--- config.mk ---
export PLATFORM = sky130hd
export DESIGN_NAME = spi_flash_responder
export DESIGN_NICKNAME = d
export VERILOG_FILES = /design/src/rtl/spi_flash_responder.sv
export SDC_FILE = /design/constraint.sdc
export NUM_CORES = 1
export LEC_CHECK = 0
export CORE_AREA = 3 3 90 177
export DETAILED_ROUTE_END_ITERATION = 10
export DIE_AREA = 0 0 93 180
export GPL_TIMING_DRIVEN = 0
export RECOVER_POWER = 100
export SETUP_SLACK_MARGIN = 0.1
export SLEW_MARGIN = 5
export SYNTH_ARGS = -nofsm -noshare
export SYNTH_HDL_FRONTEND = slang
export SYNTH_SLANG_ARGS = --single-unit
--- constraint.sdc ---
create_clock -name clk -period 2.2 [get_ports clk]
set_input_delay 0.44 -clock clk [delete_from_list [all_inputs] [get_ports clk]]
set_output_delay 0.44 -clock clk [all_outputs]
set_load 0.02 [all_outputs]
--- src/rtl/spi_flash_responder.sv ---
// SPI mode-0 serial-flash target: decodes READ / FAST READ / JEDEC ID / READ STATUS
// and streams bytes from a synchronous memory port out on MISO, oversampling the SPI pins on clk.
module spi_flash_responder #(
    parameter int          ADDR_WIDTH = 16,
    parameter logic [23:0] JEDEC_ID   = 24'hEF4016
) (
    input  logic                  clk,
    input  logic                  reset,
    input  logic                  i_SPI_CLK,
    input  logic                  i_SPI_MOSI,
    input  logic                  i_SPI_CS,
    output logic                  o_SPI_MISO,
    output logic [ADDR_WIDTH-1:0] o_MEM_ADDR,
    output logic                  o_MEM_RD,
    input  logic [7:0]            i_MEM_DATA,
    output logic                  o_ACTIVE
);

    typedef enum logic [2:0] {IDLE, CMD, ADDR, DUMMY, DATA, IGNORE} state_t;
    typedef enum logic [1:0] {SRC_MEM, SRC_ID, SRC_STATUS} src_t;

    state_t                state;
    src_t                  src;
    logic                  sclk_s1, sclk_s2, sclk_s3;
    logic                  mosi_s1, mosi_s2;
    logic                  cs_s1, cs_s2;
    logic                  sclk_rise, sclk_fall;
    logic [4:0]            bit_cnt;
    logic [6:0]            shift_in;
    logic [ADDR_WIDTH-1:0] addr_sr;
    logic [7:0]            sreg;
    logic [7:0]            next_byte;
    logic                  byte_ready;
    logic                  first_load;
    logic                  fast;
    logic                  rd_d;
    logic                  armed;
    logic [1:0]            id_idx;

    function automatic logic [7:0] id_byte(input logic [1:0] idx);
        case (idx)
            2'd0:    id_byte = JEDEC_ID[23:16];
            2'd1:    id_byte = JEDEC_ID[15:8];
            2'd2:    id_byte = JEDEC_ID[7:0];
            default: id_byte = 8'h00;
        endcase
    endfunction

    // Two-flop synchronizers for the SPI pins, plus one extra SCLK stage for edge detection
    always_ff @(posedge clk) begin
        if (reset) begin
            {sclk_s1, sclk_s2, sclk_s3} <= 3'b000;
            {mosi_s1, mosi_s2}          <= 2'b00;
            {cs_s1, cs_s2}              <= 2'b00;
        end else begin
            sclk_s1 <= i_SPI_CLK;
            sclk_s2 <= sclk_s1;
            sclk_s3 <= sclk_s2;
            mosi_s1 <= i_SPI_MOSI;
            mosi_s2 <= mosi_s1;
            cs_s1   <= i_SPI_CS;
            cs_s2   <= cs_s1;
        end
    end

    assign sclk_rise = sclk_s2 & ~sclk_s3;
    assign sclk_fall = ~sclk_s2 & sclk_s3;

    // Transaction FSM; CS high overrides everything, so a coincident SCLK edge is dropped
    always_ff @(posedge clk) begin
        if (reset) begin
            state      <= IDLE;
            src        <= SRC_MEM;
            o_SPI_MISO <= 1'b0;
            o_MEM_ADDR <= '0;
            o_MEM_RD   <= 1'b0;
            o_ACTIVE   <= 1'b0;
            bit_cnt    <= 5'd0;
            shift_in   <= 7'd0;
            addr_sr    <= '0;
            sreg       <= 8'h00;
            next_byte  <= 8'h00;
            byte_ready <= 1'b0;
            first_load <= 1'b0;
            fast       <= 1'b0;
            rd_d       <= 1'b0;
            armed      <= 1'b0;
            id_idx     <= 2'd0;
        end else begin
            o_MEM_RD <= 1'b0;
            rd_d     <= o_MEM_RD;
            if (cs_s2) begin
                // armed only re-opens once CS has been seen high, so a reset with CS low stays quiet
                state      <= IDLE;
                o_SPI_MISO <= 1'b0;
                o_ACTIVE   <= 1'b0;
                bit_cnt    <= 5'd0;
                shift_in   <= 7'd0;
                addr_sr    <= '0;
                sreg       <= 8'h00;
                next_byte  <= 8'h00;
                byte_ready <= 1'b0;
                first_load <= 1'b0;
                fast       <= 1'b0;
                armed      <= 1'b1;
            end else begin
                case (state)
                    IDLE: begin
                        if (armed) begin
                            state    <= CMD;
                            o_ACTIVE <= 1'b1;
                            bit_cnt  <= 5'd0;
                            armed    <= 1'b0;
                        end
                    end
                    CMD: begin
                        if (sclk_rise) begin
                            shift_in <= {shift_in[5:0], mosi_s2};
                            bit_cnt  <= bit_cnt + 5'd1;
                            if (bit_cnt == 5'd7) begin
                                bit_cnt <= 5'd0;
                                case ({shift_in, mosi_s2})
                                    8'h03: begin
                                        state <= ADDR;
                                        fast  <= 1'b0;
                                        src   <= SRC_MEM;
                                    end
                                    8'h0B: begin
                                        state <= ADDR;
                                        fast  <= 1'b1;
                                        src   <= SRC_MEM;
                                    end
                                    8'h9F: begin
                                        state      <= DATA;
                                        src        <= SRC_ID;
                                        id_idx     <= 2'd1;
                                        sreg       <= id_byte(2'd0);
                                        o_SPI_MISO <= JEDEC_ID[23];
                                    end
                                    8'h05: begin
                                        state      <= DATA;
                                        src        <= SRC_STATUS;
                                        sreg       <= 8'h00;
                                        o_SPI_MISO <= 1'b0;
                                    end
                                    default: begin
                                        state    <= IGNORE;
                                        o_ACTIVE <= 1'b0;
                                    end
                                endcase
                            end
                        end
                    end
                    ADDR: begin
                        if (sclk_rise) begin
                            addr_sr <= {addr_sr[ADDR_WIDTH-2:0], mosi_s2};
                            bit_cnt <= bit_cnt + 5'd1;
                            if (bit_cnt == 5'd23) begin
                                bit_cnt    <= 5'd0;
                                o_MEM_ADDR <= {addr_sr[ADDR_WIDTH-2:0], mosi_s2};
                                o_MEM_RD   <= 1'b1;
                                first_load <= ~fast;
                                state      <= fast ? DUMMY : DATA;
                            end
                        end
                    end
                    DUMMY: begin
                        if (rd_d) begin
                            next_byte <= i_MEM_DATA;
                        end else if (sclk_rise) begin
                            bit_cnt <= bit_cnt + 5'd1;
                            if (bit_cnt == 5'd7) begin
                                bit_cnt    <= 5'd0;
                                state      <= DATA;
                                sreg       <= next_byte;
                                o_SPI_MISO <= next_byte[7];
                                byte_ready <= 1'b0;
                            end
                        end
                    end
                    DATA: begin
                        if (rd_d) begin
                            if (first_load) begin
                                sreg       <= i_MEM_DATA;
                                o_SPI_MISO <= i_MEM_DATA[7];
                                first_load <= 1'b0;
                            end else begin
                                next_byte  <= i_MEM_DATA;
                                byte_ready <= 1'b1;
                            end
                        end else if (sclk_rise) begin
                            bit_cnt <= bit_cnt + 5'd1;
                            if (bit_cnt == 5'd7) begin
                                bit_cnt <= 5'd0;
                                case (src)
                                    SRC_MEM: begin
                                        o_MEM_ADDR <= o_MEM_ADDR + {{(ADDR_WIDTH-1){1'b0}}, 1'b1};
                                        o_MEM_RD   <= 1'b1;
                                    end
                                    SRC_ID: begin
                                        next_byte  <= id_byte(id_idx);
                                        byte_ready <= 1'b1;
                                        id_idx     <= (id_idx == 2'd3) ? 2'd3 : id_idx + 2'd1;
                                    end
                                    default: begin
                                        next_byte  <= 8'h00;
                                        byte_ready <= 1'b1;
                                    end
                                endcase
                            end
                        end else if (sclk_fall) begin
                            // bit_cnt==0 means bit 7 is already on the pin, or a new byte is due
                            if (bit_cnt != 5'd0) begin
                                o_SPI_MISO <= sreg[6];
                                sreg       <= {sreg[6:0], 1'b0};
                            end else if (byte_ready) begin
                                sreg       <= next_byte;
                                o_SPI_MISO <= next_byte[7];
                                byte_ready <= 1'b0;
                            end
                        end
                    end
                    IGNORE: begin
                        o_SPI_MISO <= 1'b0;
                    end
                    default: begin
                        state    <= IDLE;
                        o_ACTIVE <= 1'b0;
                    end
                endcase
            end
        end
    end

endmodule

==> images/metal_density.png <==
The bar under the picture is 20 microns long. The die is cut into 19 by 36 equal tiles; dark blue is low, red is high, scaled to the fullest tile. Values are wire area over tile area, all layers added.
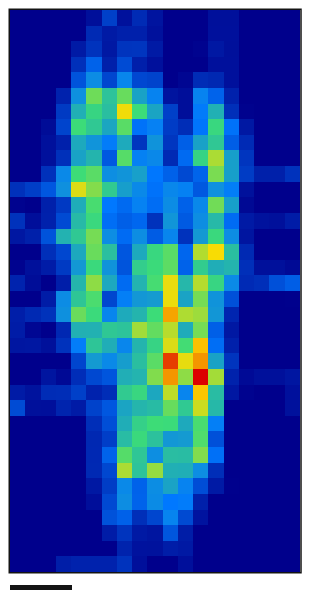
nearly empty tiles: 37%
emptiest ninth of the die: lower left
densest ninth of the die: center
tiles over half the peak: 8.3%
WL per Instance: 18.08 microns
global-route usage over all layers: 17.14%
Post-Route WL: 14280 microns

==> images/congestion.png <==
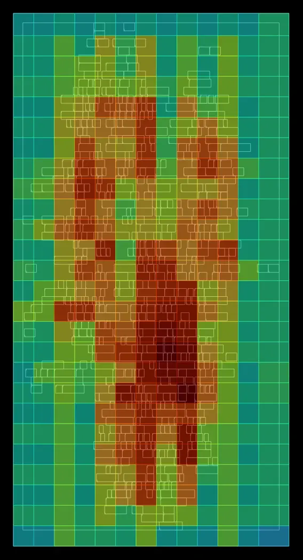
met3 GRT Util: 3.099%
Core Util, Final: 37.86%
busiest metal layer after global routing: met2
M1 GR Usage: 16.54%
met2 usage: 31.23%

==> images/flops_by_reg.png <==
The bar under the picture is 20 microns long.
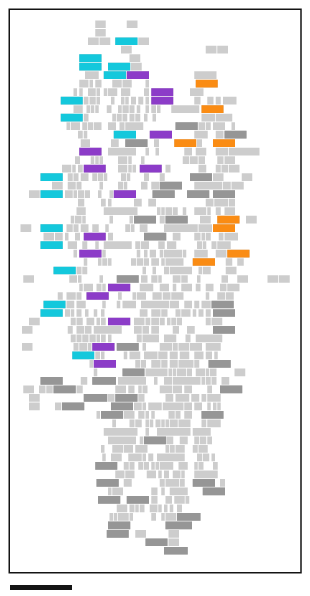
| color | name in the netlist | flops |
|---|---|---|
| purple | addr_sr | 15 |
| cyan | o_MEM_ADDR | 16 |
| orange | next_byte | 8 |
not colored: 41
sequential group power: 1.52 mW
flop share of the area: 28.70%
FF+latch area: 1610 sq um

==> deck_impl_summary.md <==
Synthesis and Place & Route Summary

Setup path
  • Critical path class: reg2reg
  • Critical path, cell by cell: or4b_4 -> buf_6 -> or4_4 -> o21ai_4 -> buf_6 -> buf_16 -> a211oi_2

Pwr
  • Clk power: 1.84 mW
  • Logic power comb: 0.601 mW
  • Comb pwr share: 15.2%
  • Clock power share: 46.4%
  • Sw Share: 25.64%
  • P_leak: 1.963 nW

Route
  • DR pass1 iterations: 5
  • M1 WL: 4984 microns
  • DRC violations left: 0
  • Uppermost layer routed: met4
  • Met3 wire len: 629 microns
  • Initial drt markers: 322

Synthesis
  • Adder share: 2.374%
  • Synth top area cells: dfxtp_1, a21oi_1, nand2_1
  • Flip-flops with a built-in enable: 0
  • Cell Type Count: 71
  • XOR/XNOR Area Share: 0%
  • Synth Instances: 525
  • #FFs+latches synth: 80
  • Ys flop type: dfxtp_1
  • YS chip area: 4217 sq um
  • Top-count cell post-synth: dfxtp_1

STA
  • Final hold viol count: 0
  • Post-layout min period: 2.176 ns
  • Clk_skew: 0.007304 ns
  • Slew HR: 58.04%
  • Final setup violation count: 0
  • Fmax: 459.6 MHz
  • Final hold slack: 0.4456 ns

Flow run
  • Max-capacitance violation count: 0

Cells and area
  • Number of logic gates: 397
  • Share of cells above drive strength 1: 19.33%
  • Ant diodes: 0

GRT
  • Number of global-route vias before repair: 4390

Run status
  • Status: completed

Clock tree
  • Clk_lat worst skew: 0.35 ns
  • Cts hold-fix bufs: 0

Worst hold path
  • WHS Endpoint: mosi_s2$_SDFF_PP0_
## cells in the final DEF, fill, tap and decap left out, types with 11 or more instances in the layout
cell type and n:
buf_4 19, clkbuf_1 14, nand2_1 73, nor2_1 40, o21ai_0 21, dfxtp_1 75
a31oi_1 12, nand3_1 12, mux2i_1 12, o21a_1 11, dlygate4sd3_1 19, a21oi_1 55
clkbuf_2 12, clkdlybuf4s50_1 12
## flip-flops by register name (all words and copies together), names as in the netlist, 2 cells and up
name,cells
next_byte,8
shift_in,7
bit_cnt,5
sreg,7
o_MEM_ADDR,16
state,3
id_idx,2
addr_sr,15
src,2
## what timing repair did
action,4_1_cts,5_1_grt
resized,44,49
hold endpoints to repair,0,0
setup endpoints to repair,69,67
pin swaps,2,15
buffers inserted,12,10
cloned,2,0
Power and IR drop assume default switching activity.
